==> images/congestion_map.png <==
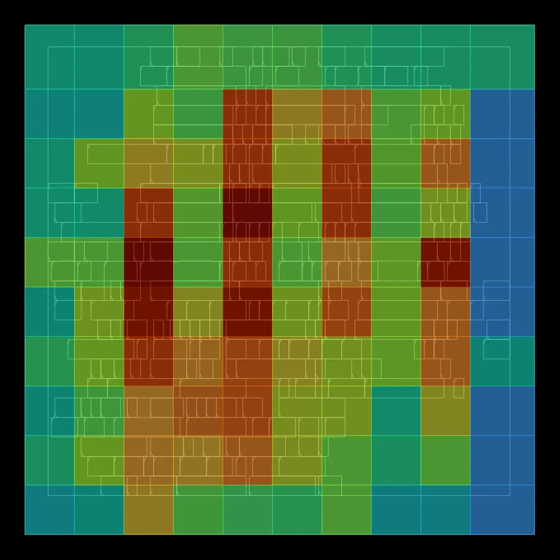
==> images/floorplan.png <==
Pins as bars on the die edge. Tap cells in gray.
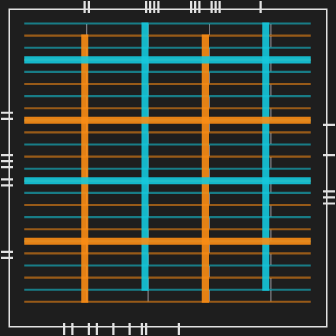
==> images/layers.png <==
The bar under the picture is 20 um long.
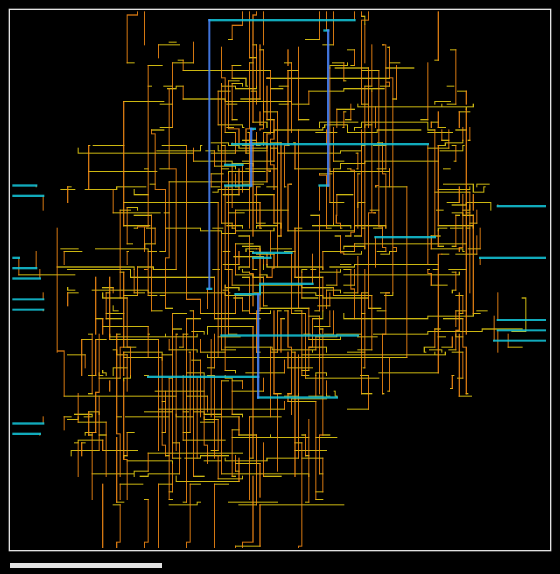
==> images/clock_wires.png <==
The bar under the picture is 20 um long.
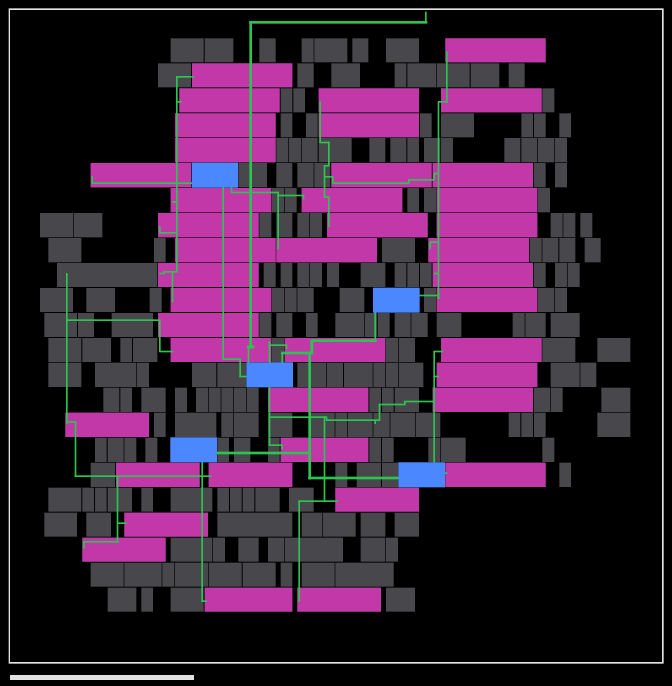
==> images/class_map.png <==
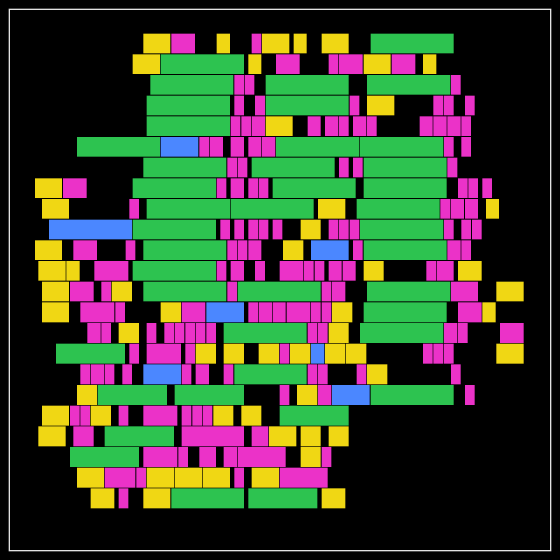
`src/rtl/xor_decrypt_fifo.sv`:
```
// rtl/xor_decrypt_fifo.sv - XOR decryptor feeding a first-word-fall-through plaintext FIFO
module xor_decrypt_fifo #(
    parameter int MSG_SIZE = 8,
    parameter int DEPTH    = 4
) (
    input  logic                       iClk,
    input  logic                       iRst,
    input  logic                       iEn,
    input  logic                       iDecrypt,
    input  logic [MSG_SIZE-1:0]        iKey_Assembled,
    input  logic [MSG_SIZE-1:0]        iCiphertext,
    output logic                       oReady,
    output logic [MSG_SIZE-1:0]        oPlaintext,
    output logic                       oValid,
    input  logic                       iAck,
    output logic [$clog2(DEPTH):0]     oCount,
    output logic                       oDecrypt_flag,
    output logic                       oOverflow
);

    localparam int AW = $clog2(DEPTH);
    localparam int CW = AW + 1;

    logic [MSG_SIZE-1:0] r_mem [DEPTH];
    logic [AW-1:0]       r_wptr;
    logic [AW-1:0]       r_rptr;
    logic [CW-1:0]       r_count;
    logic                r_decrypt_flag;
    logic                r_overflow;

    logic                w_accept;
    logic                w_overflow;
    logic                w_pop;

    // Full blocks a push even when a pop happens in the same cycle.
    assign oReady     = (r_count != CW'(DEPTH));
    assign oValid     = (r_count != '0);
    assign w_accept   = iEn & iDecrypt & oReady;
    assign w_overflow = iEn & iDecrypt & ~oReady;
    assign w_pop      = oValid & iAck;

    // Head word falls through; forced to zero while empty so stale storage never shows.
    assign oPlaintext    = oValid ? r_mem[r_rptr] : '0;
    assign oCount        = r_count;
    assign oDecrypt_flag = r_decrypt_flag;
    assign oOverflow     = r_overflow;

    // Storage holds decrypted words; contents are don't-care after reset.
    always_ff @(posedge iClk) begin
        if (w_accept) begin
            r_mem[r_wptr] <= iCiphertext ^ iKey_Assembled;
        end
    end

    // Pointers and occupancy; pointers wrap naturally because DEPTH is a power of two.
    always_ff @(posedge iClk or negedge iRst) begin
        if (!iRst) begin
            r_wptr  <= '0;
            r_rptr  <= '0;
            r_count <= '0;
        end else begin
            if (w_accept) begin
                r_wptr <= r_wptr + AW'(1);
            end
            if (w_pop) begin
                r_rptr <= r_rptr + AW'(1);
            end
            if (w_accept && !w_pop) begin
                r_count <= r_count + CW'(1);
            end else if (w_pop && !w_accept) begin
                r_count <= r_count - CW'(1);
            end
        end
    end

    // Sticky status flags, cleared only by reset.
    always_ff @(posedge iClk or negedge iRst) begin
        if (!iRst) begin
            r_decrypt_flag <= 1'b0;
            r_overflow     <= 1'b0;
        end else begin
            if (w_accept) begin
                r_decrypt_flag <= 1'b1;
            end
            if (w_overflow) begin
                r_overflow <= 1'b1;
            end
        end
    end

endmodule

```
`config.mk`:
```
export PLATFORM = sky130hd
export DESIGN_NAME = xor_decrypt_fifo
export DESIGN_NICKNAME = d
export VERILOG_FILES = /design/src/rtl/xor_decrypt_fifo.sv
export SDC_FILE = /design/constraint.sdc
export NUM_CORES = 1
export LEC_CHECK = 0
export ABC_AREA = 1
export CAP_MARGIN = 20
export CORE_MARGIN = 3
export CORE_UTILIZATION = 47
export DETAILED_ROUTE_END_ITERATION = 8
export GPL_TIMING_DRIVEN = 1
export PLACE_DENSITY = 0.82
export SLEW_MARGIN = 20
export SYNTH_ARGS = -nofsm -noshare
export SYNTH_HDL_FRONTEND = slang
export SYNTH_SLANG_ARGS = --single-unit
```
`constraint.sdc`:
```
create_clock -name iClk -period 1.85 [get_ports iClk]
set_input_delay 0.2775 -clock iClk [delete_from_list [all_inputs] [get_ports iClk]]
set_output_delay 0.2775 -clock iClk [all_outputs]
set_load 0.02 [all_outputs]
```
==> GITHUB_STEP_SUMMARY <==
## Synthesis and layout report

| Metric | Value |
|---|---|
| Endpoints failing hold | `0` |
| Critical-path maximum fanout | `5` |
| Number of port buffers | `35` |
| Total of hold buffers inserted after clock tree synthesis | `0` |
| Shortest clock period the worst path allows after layout | `1.795 ns` |
| Total via count after detailed routing | `1461` |
| First-pass GRT wire length | `6354 um` |
| Final count of pins violating max slew | `0` |
| Average vias per placed instance | `4.744` |
| P per Cell Area | `1466 nW/um2` |
| Last weighted congestion value of the routability-driven placer | `0.7748` |
| Synth Instances | `197` |
| Worst-case setup margin in the final layout | `0.05529 ns` |
| Cell Chain, Critical Path | `inv_2, buf_4, nand3_4, nand2_4, inv_1, ha_1, inv_1, fa_2, nand2_1, o21ai_0` |
| Pin count of the biggest net entering global routing | `18` |
| Unrepaired setup endpoints after global routing | `true` |
| Flops & latches, synth | `41` |
| Synthesized Nets | `224` |
| Number of inserted diodes | `0` |
| Clock Path Buffers | `2` |
| Max frequency | `557.2 MHz` |
| Outcome | `finished clean` |
| Critical path's most frequent cell | `sky130_fd_sc_hd__inv_1` |
| Overflow left after global routing | `0` |
| Number of H-tree levels | `2` |
| Worst endpoint required time | `2.02 ns` |
| Fp util | `49.35%` |
| Count of placed standard cells in the final layout, fillers left out | `308` |
| Sum of routed wire segments on met1 | `1479 um` |
| Depth of the worst register-to-register path | `10` |
| Unique masters post-synth | `21` |
| Count of instantiated cells in the yosys netlist | `197` |
| Count of flip-flops with a built-in enable after synthesis | `32` |
| Kind of cell with the highest combined delay on the critical path | `adder cells` |
| Number of warnings in the stage logs | `31` |
| Layer with the highest usage | `met2` |
| Vias in the first global route | `1472` |
| Drc violations | `0` |
| Worst-path clk slew | `0.07 ns` |
| Top cells excl fill/tap | `46 x sky130_fd_sc_hd__inv_1, 46 x sky130_fd_sc_hd__nand2_1, 32 x sky130_fd_sc_hd__edfxtp_1` |
| Worst path buffer plus inverter count | `4` |
| I/O pin cnt | `36` |
| GR Layer Usage met2 | `29.97%` |
| Fill cell instance count of the final layout | `286` |
| Initial antenna violation count | `0` |
| Syn-to-layout area delta | `31.78%` |
| Period Utilization, post-route | `97.01%` |
| Classification of the worst setup path | `flop to flop` |
| CTS sink cnt | `41` |
| Most instantiated library cell after synthesis | `sky130_fd_sc_hd__inv_1` |
| Violation tally from detailed-route iteration zero | `71` |
| Die footprint | `5047 um2` |
| Max stage delay cell, worst path | `sky130_fd_sc_hd__fa_2` |
| Combined area of the multi-input logic cells | `585.6 um2` |
| Count of final setup violators | `0` |
| Post-Place Worst Slack | `-0.2012 ns` |
| Met2 routed wirelength | `2138 um` |
| Prevailing post-synth register cell | `sky130_fd_sc_hd__edfxtp_1` |
| Setup crit start kind | `flop` |
| Uppermost metal layer occupied by signal nets | `met4` |
| Total leakage power | `1.231 nW` |
| Worst min-delay path class | `input pin to asynchronous set/reset pin` |
| Clock tree from TritonCTS | `built` |
| Remaining antenna violation count | `0` |
| Max-cap check violation count | `0` |
| Biggest area cells | `sky130_fd_sc_hd__edfxtp_1 48%, sky130_fd_sc_hd__dfrtp_1 11%, sky130_fd_sc_hd__inv_1 9.3%` |
| GR Util met1 | `17.85%` |
| Fraction of synthesis flops using an asynchronous set or reset pin | `21.95%` |
| Yosys stat chip area | `1988 um2` |
| Routed wire length on met3 | `184 um` |
| Warning count from the yosys run | `0` |
| Clock Root Buffer | `sky130_fd_sc_hd__clkbuf_8` |
| HPWL reported at the end of detailed placement | `2774 um` |
| Layout cell share with drive strength beyond 1 | `19.38%` |
| Sequential cell area | `1189 um2` |
| Number of cells in the design after placement | `300` |
| Endpoint type of the worst setup path | `flop` |
| Post-synthesis average cell area | `10.09 um2` |
| Part of the Yosys area used for sequential elements | `59.66%` |
| Relative max-transition margin | `72.56%` |
| Pin slew with the least headroom to its limit | `0.4103 ns` |
| Cell type with the highest aggregate area in the netlist | `sky130_fd_sc_hd__edfxtp_1` |
| Number of gates on the worst path with buffers counted | `10` |
| Post-layout nets | `285` |
| Portion of synthesized cell area occupied by the leading cell type | `48.33%` |
| Met3 track utilization from global routing | `3.977%` |
| Detailed-routing iteration count for the pre-antenna-repair pass | `4` |
| Total clock buffers created by CTS | `5` |
| Data arrival, critical path | `1.96 ns` |
| Summed instance area of the synthesized netlist | `1988 um2` |
| Largest stage delay, worst path | `0.43 ns` |
| Commonest cells in the synthesized netlist | `49 x sky130_fd_sc_hd__inv_1, 47 x sky130_fd_sc_hd__nand2_1, 32 x sky130_fd_sc_hd__edfxtp_1, 19 x sky130_fd_sc_hd__nand3_1, 9 x sky130_fd_sc_hd__dfrtp_1` |
-- congestion_map.png (at the start) --
final core occ: 65.03%
aggregate global-route resource usage: 16.91%

-- floorplan.png (at the start) --
| color | net |
|---|---|
| cyan | VDD |
| orange | VSS |
met5 straps: 4
signal pins: 36
met4 straps: 4
met1 rails: 24
die x size: 71.04 um
maximum vdd ir drop: 0.8707 mV
floorplan core area: 4029 um2
die span in y: 71.04 um

-- layers.png (at the start) --
| color | layer | wire length |
|---|---|---|
| blue | M4 | 76.8 um |
| orange | M2 | 2140 um |
| cyan | M3 | 185 um |
| yellow | M1 | 1480 um |
final wirelength: 3880 um
wire per inst: 12.60 um

-- clock_wires.png (at the start) --
[blue] clock-net drivers | count: 5
[magenta] flip-flops | count: 41
[green] clock wires | length: 433 um
routed clock nets: 6
clock network power: 0.000675 W
clock latency of the later-clocked register in the worst-skew pair: 0.29 ns
portion of total power attributed to the clock network: 17.6%
Max Clock Skew: 0.003640 ns

-- class_map.png (at the start) --
| color | class | cells | share of their area |
|---|---|---|---|
| blue | clock drivers and dummy loads | 7 | 4.1% |
| magenta | remaining logic cells | 152 | 31% |
| yellow | remaining buffers and delay cells | 58 | 19% |
| green | registers | 41 | 46% |
fraction of area in registers: 45.37%
post-route cell area: 2620 um2
site row count: 23

worst paths after layout:
kind | end | slack (ns) | start
setup reg to reg | oCount[1] | 0.06 | oCount[1]
min in group iClk | oDecrypt_flag | 0.48 | oDecrypt_flag
hold reg to reg | oDecrypt_flag | 0.48 | oDecrypt_flag
setup / recovery | oCount[1] | 0.06 | oCount[1]
hold / removal | oCount[1] | 0.28 | iRst
max in group asynchronous | oCount[0] | 1.26 | iRst
cell families after synthesis:
family	synth area share, %
and+or+nand+nor	16.55
buffers and inverters	12.15
DFF	59.66
AOI/OAI and AO/OA	3.083
xor gates and xnor gates	4.406
adders and majority gates	4.154
area by class of cell:
class,count,share of cell area (%)
Clock buffer,5,2.627
Inverter,50,7.450
Multi-Input combinational cell,102,22.35
Clock inverter,2,1.337
Sequential cell,41,45.37
Tap cell,50,2.388
Timing Repair Buffer,58,18.48
per-stage QoR:
step,cell area (um2),TNS (ns),total power (W),hold WS [ns]
after floorplan,2012,-0.007366,0.002451,-0.01809
after global placement,2541,-0.1457,0.003222,0.4473
after detailed placement,2541,-0.3578,0.003287,0.4637
after CTS,2636,0,0.003885,0.2939
after global routing,2620,-0.06697,0.004097,0.3169
final,2620,0,0.003842,0.2818
repair_timing:
item,in CTS,in global routing
gates resized,20,10
setup buffers,0,1
setup endpoints to repair,10,8
pin swaps,0,1
hold endpoints to repair,0,0
registers in the layout, summed over array words and instances (netlist names):
register and flops:
oOverflow 1, r_mem 32, r_rptr 2, oDecrypt_flag 1, r_wptr 2, oCount 3
power breakdown:
group | switching [W] | total, W | leakage (nW) | internal, W
sequential | 0.000101 | 0.00128 | 0.392 | 0.00118
combinational | 0.00111 | 0.00189 | 0.785 | 0.000783
clock | 0.000283 | 0.000675 | 0.0540 | 0.000392
total | 0.00149 | 0.00384 | 1.23 | 0.00235
Power is estimated from default activity; no workload was simulated.
